wires.png
Drawn at 3 px/um. Two of the layers only.
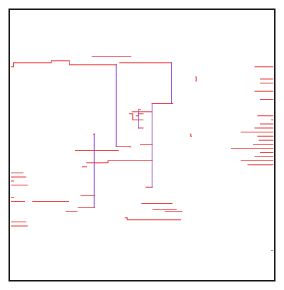
io_placement.png
Drawn at 4 px/um. Pins as bars across the die edge, other pins in gray.
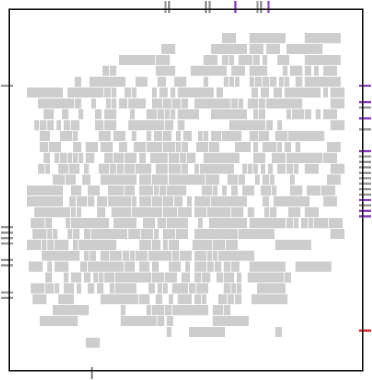
clk_routes.png
Drawn at 6 px/um.
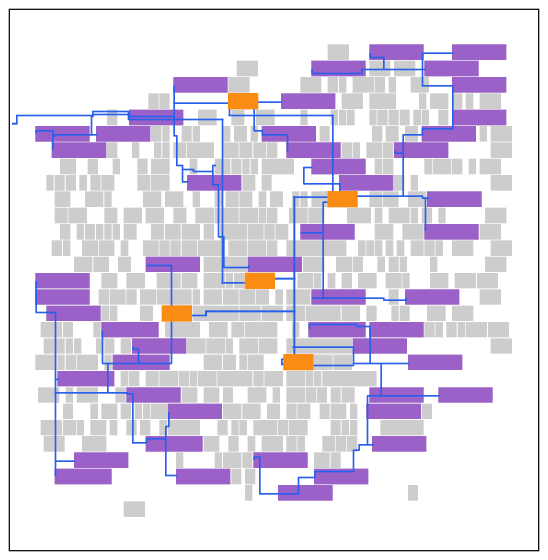
logic_types.png
Drawn at 4 px/um.
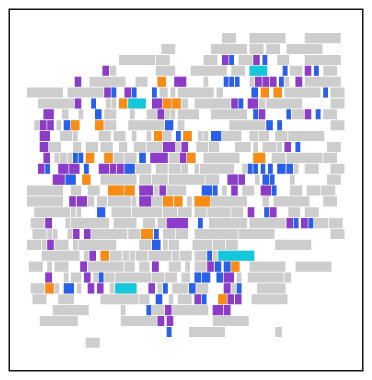
clocks.png
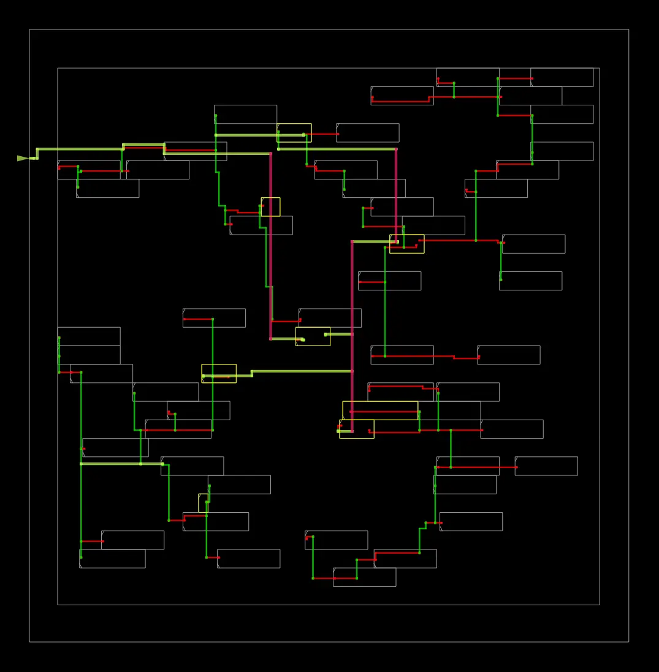
<file path="src/rtl/capture_ctrl.sv">
// Acquisition sequencer for the logic-analyzer sample RAM: circular pre-fill, arm, trigger, post-trigger count.
// Optional build macro CAPTURE_AUTO_TRIG_EN adds a forced trigger after AUTO_CYC armed samples (auto_trig port).
module capture_ctrl #(
  parameter int ENTRIES  = 384,
  parameter int AW       = 9
`ifdef CAPTURE_AUTO_TRIG_EN
  ,
  parameter int AUTO_CYC = 1024
`endif
) (
  input  logic          clk,
  input  logic          rst_n,
  input  logic          run,
  input  logic          abort,
  input  logic          smpl_en,
  input  logic          trig_in,
  input  logic [AW-1:0] trig_pos,
  output logic          armed,
  output logic          we,
  output logic [AW-1:0] waddr,
  output logic [AW-1:0] trig_addr,
  output logic          busy,
`ifdef CAPTURE_AUTO_TRIG_EN
  output logic          auto_trig,
`endif
  output logic          capture_done
);

  typedef enum logic [2:0] {
    IDLE,
    FILL,
    WAIT_TRIG,
    POST,
    DONE
  } state_e;

  localparam logic [AW-1:0] LAST  = AW'(ENTRIES - 1);
  localparam logic [AW:0]   DEPTH = (AW+1)'(ENTRIES);

  state_e        state_q;
  logic          armed_q;
  logic [AW-1:0] waddr_q;
  logic [AW-1:0] trig_addr_q;
  logic [AW-1:0] pos_q;
  logic [AW:0]   pre_cnt_q;
  logic [AW-1:0] post_cnt_q;

  logic          capturing;
  logic          start;
  logic          trig_fire;
  logic [AW-1:0] waddr_inc;
  logic [AW-1:0] pos_clamp;
  logic [AW:0]   pre_need;
  logic [AW:0]   pre_inc;
  logic [AW-1:0] post_inc;

  always_comb begin
    capturing = (state_q == FILL) || (state_q == WAIT_TRIG) || (state_q == POST);
    start     = run && !abort && ((state_q == IDLE) || (state_q == DONE));
    waddr_inc = (waddr_q == LAST) ? '0 : waddr_q + AW'(1);
    pos_clamp = ({1'b0, trig_pos} >= DEPTH) ? LAST : trig_pos;
    pre_need  = DEPTH - {1'b0, pos_q};
    pre_inc   = pre_cnt_q + (AW+1)'(1);
    post_inc  = post_cnt_q + AW'(1);
  end

  // NOTE: we is a same-cycle decode of smpl_en so the RAM write lines up with the strobe;
  // registering it would shift every sample one cycle late.
  assign we           = smpl_en & capturing;
  assign busy         = capturing;
  assign capture_done = (state_q == DONE);
  assign armed        = armed_q;
  assign waddr        = waddr_q;
  assign trig_addr    = trig_addr_q;

`ifdef CAPTURE_AUTO_TRIG_EN
  localparam logic [AW+1:0] AUTO_LIM = (AW+2)'(AUTO_CYC);

  logic [AW+1:0] auto_cnt_q;
  logic          auto_trig_q;
  logic          auto_hit;

  assign auto_hit  = (state_q == WAIT_TRIG) && (auto_cnt_q == AUTO_LIM);
  assign trig_fire = trig_in | auto_hit;
  assign auto_trig = auto_trig_q;

  always_ff @(posedge clk or negedge rst_n) begin
    if (!rst_n) begin
      auto_cnt_q  <= '0;
      auto_trig_q <= 1'b0;
    end else if (abort || start) begin
      auto_cnt_q  <= '0;
      auto_trig_q <= 1'b0;
    end else if (state_q == WAIT_TRIG) begin
      // A genuine trigger in the same cycle wins, so the sticky flag stays clear.
      if (trig_fire)  auto_trig_q <= ~trig_in;
      else if (we)    auto_cnt_q  <= auto_cnt_q + (AW+2)'(1);
    end
  end
`else
  assign trig_fire = trig_in;
`endif

  // NOTE: all state here is updated with non-blocking assignments so every branch sees the
  // pre-edge values (e.g. waddr_q when latching trig_addr) regardless of statement order.
  always_ff @(posedge clk or negedge rst_n) begin
    if (!rst_n) begin
      state_q     <= IDLE;
      armed_q     <= 1'b0;
      waddr_q     <= '0;
      trig_addr_q <= '0;
      pos_q       <= '0;
      pre_cnt_q   <= '0;
      post_cnt_q  <= '0;
    end else begin
      if (we) waddr_q <= waddr_inc;

      if (abort) begin
        state_q <= IDLE;
        armed_q <= 1'b0;
      end else begin
        case (state_q)
          IDLE, DONE: begin
            if (run) begin
              state_q    <= FILL;
              pos_q      <= pos_clamp;
              pre_cnt_q  <= '0;
              post_cnt_q <= '0;
            end
          end
          FILL: begin
            if (we) begin
              pre_cnt_q <= pre_inc;
              if (pre_inc == pre_need) begin
                state_q <= WAIT_TRIG;
                armed_q <= 1'b1;
              end
            end
          end
          WAIT_TRIG: begin
            if (trig_fire) begin
              trig_addr_q <= we ? waddr_q : waddr_inc;
              armed_q     <= 1'b0;
              state_q     <= (pos_q == '0) ? DONE : POST;
            end
          end
          POST: begin
            if (we) begin
              post_cnt_q <= post_inc;
              if (post_inc == pos_q) state_q <= DONE;
            end
          end
          default: state_q <= IDLE;
        endcase
      end
    end
  end

endmodule

</file>
<file path="config.mk">
export PLATFORM = sky130hd
export DESIGN_NAME = capture_ctrl
export DESIGN_NICKNAME = d
export VERILOG_FILES = /design/src/rtl/capture_ctrl.sv
export SDC_FILE = /design/constraint.sdc
export NUM_CORES = 1
export LEC_CHECK = 0
export CAP_MARGIN = 20
export CORE_AREA = 4 4 84 86
export DETAILED_ROUTE_END_ITERATION = 7
export DIE_AREA = 0 0 88 90
export GPL_TIMING_DRIVEN = 0
export PLACE_DENSITY = 0.8
export SYNTH_ARGS = -nofsm -noshare
export SYNTH_HDL_FRONTEND = slang
export SYNTH_SLANG_ARGS = --single-unit
</file>
<file path="constraint.sdc">
create_clock -name clk -period 2.6 [get_ports clk]
set_input_delay 0.52 -clock clk [delete_from_list [all_inputs] [get_ports clk]]
set_output_delay 0.52 -clock clk [all_outputs]
set_load 0.01 [all_outputs]
</file>
==> flow_metrics.tcl <==
# yosys + openroad results
set metrics [dict create \
    flop_latch_power_w 0.00121 \
    wl_mm 7.427 \
    placedCellCount 476 \
    power-top-group "combinational logic" \
    synth-compound-area-share 0.1715 \
    die_width_um 88 \
    cts_num_sinks 50 \
    top_cell_excl_fill_tap "sky130_fd_sc_hd__dfrtp_1" \
    yosys_top_cell_by_area "sky130_fd_sc_hd__dfrtp_1" \
    worst_slack_ns -0.1155 \
    grtUsageMet1 0.2581 \
    fin_total_pwr_w 0.003408 \
    cts-buffers-inserted 5 \
    regToRegStartpoint "pos_q[1]" \
    final-max-slew-violation-count 0 \
    yosysUniqueCellTypes 52 \
    timing.final.setup_violations 4 \
    vdd.ir_drop.worst_v 0.0005779 \
    global_route_wire_length_before_repair_mm 12.37 \
    status "complete, but fails checks" \
    globalRouteMet3Util 0.03382 \
    syn_area_per_cell_um2 8.583 \
    synthFlopType "sky130_fd_sc_hd__dfrtp_1" \
    route.met3.wl_um 353 \
    met2_wirelength_mm 3.591 \
    max_freq_mhz 368.3 \
    ys_top_logic_family "simple AND/OR/NAND/NOR gates" \
    cp_cell_sequence "clkdlybuf4s50_1 > nor2_1 > and3_1 > or4_4 > nor4b_4 > o2111ai_2 > a21oi_2 > mux2_4" \
    yosys-top-cells-count "50 x sky130_fd_sc_hd__dfrtp_1, 43 x sky130_fd_sc_hd__nand2_1, 41 x sky130_fd_sc_hd__o21ai_0" \
    flip_flop_and_latch_count_after_synthesis 50 \
    internal-power_w 0.002038 \
    timing.critical_path.from_type "primary input" \
    final_design_area_no_fill_um2 3834 \
    drt_first_pass_iters 4 \
    layout.cells.most_common_list "44 x sky130_fd_sc_hd__dfrtp_1, 43 x sky130_fd_sc_hd__nand2_1, 40 x sky130_fd_sc_hd__o21ai_0" \
    failed_checks "negative setup slack" \
    cts-root-buf "sky130_fd_sc_hd__clkbuf_8" \
]
-- wires.png (at the start) --
metal 4 -> purple  # wire length 99.3 um
metal 3 -> red  # wire length 353 um
overall via count from detail_route: 2755
total global routing track utilization: 0.1920

-- io_placement.png (at the start) --
trig_addr -> purple  # pins 9, direction output, edge 7 right, 2 top
rst_n -> red  # pins 1, direction input, edge right
all pins by edge = 19 right, 9 left, 8 top, 1 bottom

-- clk_routes.png (at the start) --
clock wires -> blue  # length 658 um
flip-flops -> purple  # count 50
clock drivers -> orange  # count 5
flops lie = spread over the die
routed clock nets = 6

-- logic_types.png (at the start) --
adder and majority cells -> cyan  # cells 4, most used ha_1
NAND gates -> blue  # cells 66, most used nand2_1
inverting AOI/OAI gates -> purple  # cells 74, most used o21ai_0
AND and OR gates -> orange  # cells 25, most used and3_1

-- clocks.png (at the start) --
Clock Power: 0.000555 W
Layout clock buffers: 6
setup clock skew after layout: 0.007477 ns

-- layout make-up --
| class | count | area (um2) | share of cell area |
|---|---|---|---|
| Multi-Input combinational cell | 286 | 1849 | 0.4824 |
| Timing Repair Buffer | 44 | 429.2 | 0.1119 |
| Sequential cell | 50 | 1259 | 0.3283 |
| Inverter | 9 | 33.78 | 0.008812 |
| Tap cell | 77 | 96.34 | 0.02513 |
| Clock buffer | 6 | 72.57 | 0.01893 |
| Clock inverter | 2 | 37.54 | 0.009791 |
| Buffer | 14 | 56.30 | 0.01469 |
-- critical path: cells and delay by family --
kind	cells	cell delay, ns
AND-OR/OR-AND	2	0.46
buffers and inverters	1	0.50
AND/OR/NAND/NOR	4	1.12
multiplexers	1	0.31
Power is estimated from default activity; no workload was simulated.
